[src/rtl/pipelined_csel_adder_if.sv]
// Operand/result handshake bundle for pipelined_csel_adder.
// The optional subtract-select signal exists only when CSEL_SUB_EN is defined.
interface pipelined_csel_adder_if #(
    parameter int unsigned WIDTH = 32
);
    logic             in_valid;
    logic             in_ready;
    logic [WIDTH-1:0] a;
    logic [WIDTH-1:0] b;
    logic             cin;
`ifdef CSEL_SUB_EN
    logic             sub;
`endif
    logic             out_valid;
    logic             out_ready;
    logic [WIDTH-1:0] sum;
    logic             cout;

    // Producer of operands and consumer of results
    modport master (
        output in_valid, a, b, cin,
`ifdef CSEL_SUB_EN
        output sub,
`endif
        output out_ready,
        input  in_ready, out_valid, sum, cout
    );

    // The adder itself
    modport slave (
        input  in_valid, a, b, cin,
`ifdef CSEL_SUB_EN
        input  sub,
`endif
        input  out_ready,
        output in_ready, out_valid, sum, cout
    );
endinterface

[src/rtl/pipelined_csel_adder.sv]
// Pipelined carry-select adder: {cout, sum} = a + b + cin.
// Each stage resolves WIDTH/STAGES bits using BLK-bit carry-select blocks;
// stage registers carry the resolved low sum, the running carry and the
// still-unresolved upper operand bits. Valid/ready pipeline with bubble
// collapsing, so a full pipeline accepts and delivers in the same cycle.
// Optional feature macro: CSEL_SUB_EN adds a 'sub' input (a + ~b + 1).
module pipelined_csel_adder #(
    parameter int unsigned WIDTH  = 32,
    parameter int unsigned BLK    = 4,
    parameter int unsigned STAGES = 2
) (
    input logic                   clk,
    input logic                   rst_n,
    pipelined_csel_adder_if.slave bus
);
    localparam int unsigned NBLK = WIDTH / BLK;
    localparam int unsigned BPS  = NBLK / STAGES;
    localparam int unsigned SW   = BPS * BLK;

    if ((STAGES == 0) || (WIDTH % BLK != 0) || (NBLK % STAGES != 0)) begin : g_bad_cfg
        $error("pipelined_csel_adder: illegal WIDTH/BLK/STAGES combination");
    end

    // One stage's worth of carry-select blocks; returns {carry_out, sum}
    function automatic logic [SW:0] csel_seg(
        input logic [SW-1:0] x,
        input logic [SW-1:0] y,
        input logic          c
    );
        logic [SW-1:0] s;
        logic          cy;
        logic [BLK:0]  r0;
        logic [BLK:0]  r1;
        s  = '0;
        cy = c;
        for (int j = 0; j < int'(BPS); j++) begin
            r0 = {1'b0, x[j*BLK +: BLK]} + {1'b0, y[j*BLK +: BLK]};
            r1 = {1'b0, x[j*BLK +: BLK]} + {1'b0, y[j*BLK +: BLK]} + (BLK+1)'(1'b1);
            s[j*BLK +: BLK] = cy ? r1[BLK-1:0] : r0[BLK-1:0];
            cy              = cy ? r1[BLK]     : r0[BLK];
        end
        return {cy, s};
    endfunction

    logic [WIDTH-1:0]  b_eff;
    logic              c_eff;
    logic [STAGES-1:0] vld;
    logic [STAGES-1:0] free;
    logic [STAGES-1:0] src_valid;

    // Operand conditioning at the pipeline entry
`ifdef CSEL_SUB_EN
    assign b_eff = bus.sub ? ~bus.b : bus.b;
    assign c_eff = bus.sub ? 1'b1 : bus.cin;
`else
    assign b_eff = bus.b;
    assign c_eff = bus.cin;
`endif

    // A slot may load when it is empty or its content moves on this cycle
    always_comb begin
        logic nxt;
        free = '0;
        nxt  = bus.out_ready;
        for (int k = int'(STAGES) - 1; k >= 0; k--) begin
            nxt     = !vld[k] || nxt;
            free[k] = nxt;
        end
    end

    // Valid presented to each slot by its predecessor
    always_comb begin
        src_valid    = '0;
        src_valid[0] = bus.in_valid;
        for (int k = 1; k < int'(STAGES); k++) begin
            src_valid[k] = vld[k-1];
        end
    end

    // Slot occupancy; loading an invalid predecessor collapses a bubble
    always_ff @(posedge clk or negedge rst_n) begin
        if (!rst_n) begin
            vld <= '0;
        end else begin
            for (int k = 0; k < int'(STAGES); k++) begin
                if (free[k]) begin
                    vld[k] <= src_valid[k];
                end
            end
        end
    end

    for (genvar k = 0; k < int'(STAGES); k++) begin : g_stg
        localparam int unsigned LO = k * SW;
        localparam int unsigned HI = LO + SW;

        logic [SW-1:0] seg_a;
        logic [SW-1:0] seg_b;
        logic          seg_c;
        logic [SW:0]   seg_r;
        logic [HI-1:0] low_d;
        logic [HI-1:0] sum_q;
        logic          cy_q;
        logic          load;

        assign load  = free[k] && src_valid[k];
        assign seg_r = csel_seg(seg_a, seg_b, seg_c);

        if (k == 0) begin : g_head
            assign seg_a = bus.a[SW-1:0];
            assign seg_b = b_eff[SW-1:0];
            assign seg_c = c_eff;
            assign low_d = seg_r[SW-1:0];
        end else begin : g_body
            assign seg_a = g_stg[k-1].g_up.a_q[SW-1:0];
            assign seg_b = g_stg[k-1].g_up.b_q[SW-1:0];
            assign seg_c = g_stg[k-1].cy_q;
            assign low_d = {seg_r[SW-1:0], g_stg[k-1].sum_q};
        end

        // Resolved low sum bits and running carry
        always_ff @(posedge clk or negedge rst_n) begin
            if (!rst_n) begin
                sum_q <= '0;
                cy_q  <= 1'b0;
            end else if (load) begin
                sum_q <= low_d;
                cy_q  <= seg_r[SW];
            end
        end

        if (HI < WIDTH) begin : g_up
            localparam int unsigned UW = WIDTH - HI;

            logic [UW-1:0] a_d;
            logic [UW-1:0] b_d;
            logic [UW-1:0] a_q;
            logic [UW-1:0] b_q;

            if (k == 0) begin : g_src
                assign a_d = bus.a[WIDTH-1:SW];
                assign b_d = b_eff[WIDTH-1:SW];
            end else begin : g_src
                assign a_d = g_stg[k-1].g_up.a_q[SW +: UW];
                assign b_d = g_stg[k-1].g_up.b_q[SW +: UW];
            end

            // Unresolved upper operand bits travel with the partial result
            always_ff @(posedge clk or negedge rst_n) begin
                if (!rst_n) begin
                    a_q <= '0;
                    b_q <= '0;
                end else if (load) begin
                    a_q <= a_d;
                    b_q <= b_d;
                end
            end
        end
    end

    assign bus.in_ready  = free[0];
    assign bus.out_valid = vld[STAGES-1];
    assign bus.sum       = g_stg[STAGES-1].sum_q;
    assign bus.cout      = g_stg[STAGES-1].cy_q;

endmodule

[src/flat_wrapper.sv]
// flat-port wrapper written by rule: the top's interface ports become plain ports
module pipelined_csel_adder_flat 
#(
    parameter int unsigned WIDTH  = 32,
    parameter int unsigned BLK    = 4,
    parameter int unsigned STAGES = 2
)
  (clk, rst_n, bus_in_valid, bus_a, bus_b, bus_cin, bus_out_ready, bus_in_ready, bus_out_valid, bus_sum, bus_cout);
  pipelined_csel_adder_if #(.WIDTH(WIDTH)) bus_i ();
  input logic clk;
  input logic rst_n;
  input wire logic [$bits(bus_i.in_valid)-1:0] bus_in_valid;
  input wire logic [$bits(bus_i.a)-1:0] bus_a;
  input wire logic [$bits(bus_i.b)-1:0] bus_b;
  input wire logic [$bits(bus_i.cin)-1:0] bus_cin;
  input wire logic [$bits(bus_i.out_ready)-1:0] bus_out_ready;
  output wire logic [$bits(bus_i.in_ready)-1:0] bus_in_ready;
  output wire logic [$bits(bus_i.out_valid)-1:0] bus_out_valid;
  output wire logic [$bits(bus_i.sum)-1:0] bus_sum;
  output wire logic [$bits(bus_i.cout)-1:0] bus_cout;
  assign bus_i.in_valid = bus_in_valid;
  assign bus_i.a = bus_a;
  assign bus_i.b = bus_b;
  assign bus_i.cin = bus_cin;
  assign bus_i.out_ready = bus_out_ready;
  assign bus_in_ready = bus_i.in_ready;
  assign bus_out_valid = bus_i.out_valid;
  assign bus_sum = bus_i.sum;
  assign bus_cout = bus_i.cout;
  pipelined_csel_adder #(.WIDTH(WIDTH), .BLK(BLK), .STAGES(STAGES)) u_core (.clk(clk), .rst_n(rst_n), .bus(bus_i));
endmodule
[config.mk]
export PLATFORM = sky130hd
export DESIGN_NAME = pipelined_csel_adder_flat
export DESIGN_NICKNAME = d
export VERILOG_FILES = /design/src/rtl/pipelined_csel_adder_if.sv /design/src/rtl/pipelined_csel_adder.sv /design/src/flat_wrapper.sv
export SDC_FILE = /design/constraint.sdc
export NUM_CORES = 1
export LEC_CHECK = 0
export CELL_PAD_IN_SITES_DETAIL_PLACEMENT = 1
export CELL_PAD_IN_SITES_GLOBAL_PLACEMENT = 2
export CORE_ASPECT_RATIO = 1.4
export CORE_MARGIN = 3
export CORE_UTILIZATION = 31
export DETAILED_ROUTE_END_ITERATION = 7
export PLACE_DENSITY = 0.84
export SLEW_MARGIN = 20
export SYNTH_ARGS = -nofsm -noshare
export SYNTH_HDL_FRONTEND = slang
export SYNTH_SLANG_ARGS = --single-unit
[constraint.sdc]
create_clock -name clk -period 4.18 [get_ports clk]
set_input_delay 0.418 -clock clk [delete_from_list [all_inputs] [get_ports clk]]
set_output_delay 0.418 -clock clk [all_outputs]
set_load 0.05 [all_outputs]
Figure 1. Cell area per tile.
(2 px per um) The die is cut into 11 by 16 equal tiles; white is low, dark blue is high, 0 to 100% covered.
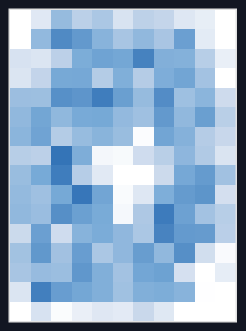
mean over tiles: 36%
nearly empty tiles: 8.5%
fullest tile: 73%

Figure 2. Track usage over the die.
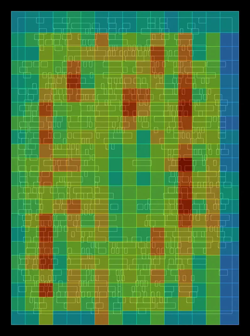
core occupancy in the finished layout: 41.8%
most heavily used metal layer in global routing: met2
met2 Resource Use GR: 28.0%

Figure 3. Supply network.
(3 px per um) Pins as bars on the die edge.
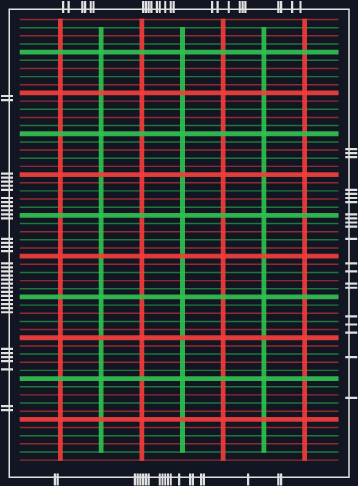
[green] VDD
[red] VSS
rows: 54
met5 straps: 10
signal pins: 104
met4 straps: 7
met1 rails: 55
peak supply drop: 0.311 mV
floorplan die height: 155 um
Core Area: 0.0156 sq mm
width of the die: 113 um

Figure 4. Signal wires on met4.
(2 px per um)
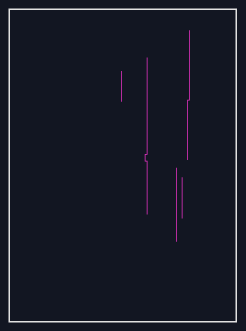
share of all routed wire: 1.8%
main direction: vertical

Figure 5. Clock wires, drivers and flops.
(4 px per um)
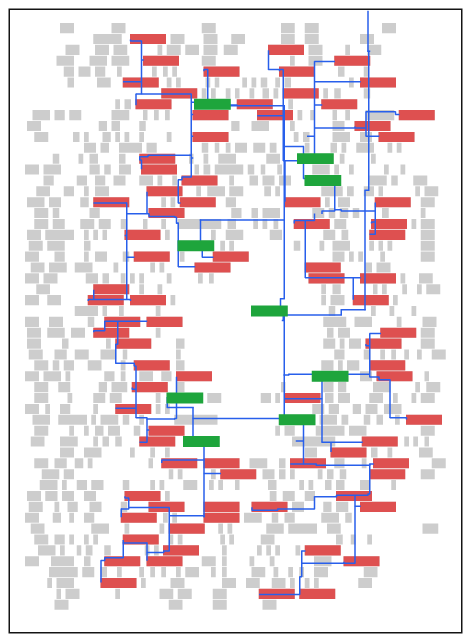
[green] clock-net drivers | count: 9
[blue] clock wires | length: 1120 um
[red] flip-flops | count: 84
routed clock nets: 10

==> notes.md <==
The implementation run finished. The post-synth count of flops with an enable pin is 0. Per report_power, the clock group accounts for 25.7% of the total. Looking at the area split, the leading class of cells is multi-input combinational cells. The internal portion of the total power is 2.15 mW. The global routing report lists met1 layer usage as 16.4%. Placed standard-cell area landed at 0.00617 sq mm. The layout report lists the non-clock buffer share of cell area as 16.2%. Sorting the Yosys area breakdown by cell type puts at the top dfrtp_1. Data on the critical path is required at its endpoint by 4.40 ns. Headroom to the max-slew limit landed at 44.9%. Derived from the worst setup path, the maximum achievable clock frequency is 0.260 GHz.

The power report lists the combinational group at 1.47 mW. Area occupied by multi-input gates landed at 0.00270 sq mm. Mean routed wirelength per cell landed at 14.7 um. Number of inserted diodes landed at 0.

Number of standard cells after synthesis landed at 550. Number of remaining DRC errors landed at 0. Net switching share of the total power landed at 38.7%. The final critical path takes up 92.1% of the cycle.

For flop-to-flop paths, the worst setup slack is 0.60 ns. There are 84 flip-flops and latches. For reference, the final report shows the max-slew violation count at 0.

The detailed router reports a met2 wire length of 6770 um. The critical path goes through clkdlybuf4s50_1 > ha_1 > inv_1 > fa_1 > inv_1 > ha_1 > nand3b_1 > a2111oi_1 > o31ai_1 > a211oi_2 > xor2_2 > or4_1 > and2_4 > a221o_1. The arrival time of data at the worst endpoint is listed as 4.07 ns.

In the detailed route, the total length drawn on met3 is 447 um. Final layout net count landed at 765. The most frequently used library cell after synthesis is nand2_1. The leakage component of the power was reported as 3.08 nW.

In the post-route report, total wirelength is listed as 12500 um. Number of cell instances on the worst register-to-register path landed at 13. Setup repair after global routing left no endpoint under its margin. Post-cts gate resize count landed at 0.

Looking at the max-slew report, the worst-margin pin has a slew of 0.827 ns. Placed instance count landed at 833. The skew report gives the latency at the later pin of the worst-skew pair as 0.33 ns. Dividing the synthesized area by the synthesized cell count gives 9.00 sq um. Number of register bits inferred by synthesis landed at 84.

Yosys reports that the most numerous cell types are 187 x nand2_1, 84 x dfrtp_1, 40 x ha_1. Setup slack on the worst path after placement came out at -0.0511 ns. Weighted congestion at the end of routability-driven global placement landed at 0.820.

Count of inverters not on the clock network in the layout landed at 21. STA reports the tightest min-delay check as being of type in2async. Area of the mapped netlist landed at 0.00495 sq mm.

Floorplan-stage core utilization landed at 31.7%. In the final layout, flip-flops and latches take up 32.2% of the cell area. The register with the most flip-flops in the layout has 32 of them.

Per the synthesis report, the adder-cell share of the synthesized area is 13.4%. The flow ran to the end, and the final reports show no timing, DRC or antenna violations. Number of clock sinks seen by CTS landed at 84. The routed wirelength on the met1 layer is recorded as 5030 um. The detailed router placed 4150 vias in this run. In the setup report, the worst path falls into the class in2reg. Clock-pin slew was measured on the worst setup and hold paths at 0.06 ns. Ratio of total power to cell area landed at 538 mW/mm^2. Area added between synthesis and finish landed at 31.9%. The final layout report lists a clock buffer count of 10. The floorplan report gives the top-level pin count as 104. The clock passes through at most 2 buffers. Filler-free cell count of the finished design landed at 849. Yosys stat cell total landed at 550. Of all power groups, the one with the highest power is combinational cells. Sum of negative setup slack landed at 0 ns. The HPWL after detailed placement is 9600 um. Global-route congestion overflow total landed at 0.

The critical path contains buffers and inverters numbering 3 combined. Worst slack on hold paths landed at 0.143 ns. The worst path meets setup with 0.328 ns of slack. Looking at the critical path, the highest net fanout was 6. Of the total power, registers draw 32.3%. Entering global routing, the biggest net connects 85 pins. The global routing report lists met3 layer usage as 2.49%. The clock arrives with 0.00802 ns of skew.

Count of cell types in the netlist landed at 51. The timing report attributes the biggest portion of critical-path delay to AND-OR/OR-AND gates. In this run the top signal layer used is met4. Finished layout cell area landed at 0.00653 sq mm. Yosys reported that registers with async set or reset make up 100%. Of the post-synthesis cell area, the dominant cell type holds 42.5%. Ranking logic cells in the layout by count gives the top entries 186 x nand2_1, 102 x clkdlybuf4s50_1, 84 x dfrtp_1. Power drawn by the clock network landed at 0.904 mW. Looking at the clock tree report, the H-tree level count equals 3.

Combinational share of cell area landed at 41.4%. Minimum clock period after layout landed at 3.85 ns. The commonest register cell is dfrtp_1. The via count of the first global-routing pass was 4561. OpenSTA lists the critical path startpoint as bus_b[0].

The chip occupies 0.0175 sq mm. The pre-antenna-repair detailed-routing pass consisted of 4 iterations. The first global-routing pass estimated 21200 um of wire. STA classifies the critical path endpoint as a flip-flop. Summed over all sequential cells, the power is 1.14 mW. Yosys reports a chip area of 0.00495 sq mm. Leaving out the clock tree, the finished layout contains a buffer count of 106. Registers take 0.00210 sq mm. Final-layout fill cell count landed at 1826. Count of warning messages emitted by the tools landed at 26.

For the worst reg-to-reg path, the startpoint reported by OpenROAD is u_core.g_stg[0].g_up.b_q[0]$_DFFE_PN0P_. After synthesis, the largest family of logic cells by area is simple AND/OR/NAND/NOR gates. Floorplan row count landed at 54.

For this run, the register share of the synthesized area comes to 42.5%. Compound-gate portion of the synthesized area landed at 11.9%. Per the run summary, max-cap violations total 0. Per the detail_route report, vias per standard cell equal 4.89.

Per the cell usage report, the commonest logic cell in the layout is nand2_1. Buffer count from post-CTS setup fixing landed at 0. The number of antenna violations at the first check in global routing was 0. Post-synthesis net count landed at 667.

Violation count after the first detailed-routing iteration landed at 81. Delay of the slowest cell on the worst path landed at 0.64 ns. The worst setup path is launched from a primary input. Hold repair after CTS inserted 0 buffers. Final number of hold-violating endpoints landed at 0. Area fraction of clock buffers and clock inverters landed at 5.23%.

Number of setup violations in the final report landed at 0. Combinational share of power landed at 41.9%. Sorting the synthesized cells by area gives the leading types as dfrtp_1 42%, nand2_1 14%, ha_1 10%. During synthesis, Yosys emitted a total of 0 warnings. The slowest stage of the critical path belongs to the cell or4_1. Xor and xnor area share after synthesis landed at 7.53%.

After Yosys synthesis, and, or, nand and nor cells account for 20.7% of the synthesized area. The flow inserted 196 tap cells. CTS placed an instance of clkbuf_16 at the clock tree root. Portion of netlist area occupied by mux cells landed at 1.04%. TritonCTS built the clock tree.

TritonCTS created 9 clock buffers. Share of post-route cells with drive strength above 1 landed at 5.05%. Count of multi-input gates landed at 426.

Number of port buffers landed at 103. Total number of cells along the worst setup path landed at 14. Total design power landed at 3.51 mW. According to the timing report, the critical path is captured at u_core.g_stg[0].sum_q[12]$_DFFE_PN0P_. The capture point of the worst register-to-register path is recorded as u_core.bus.cout$_DFFE_PN0P_. Global routing used 14.7% of the available tracks across all layers.

Net load switching power landed at 1.36 mW. Remaining antenna violation count landed at 0.
Power is estimated from default activity; no workload was simulated.
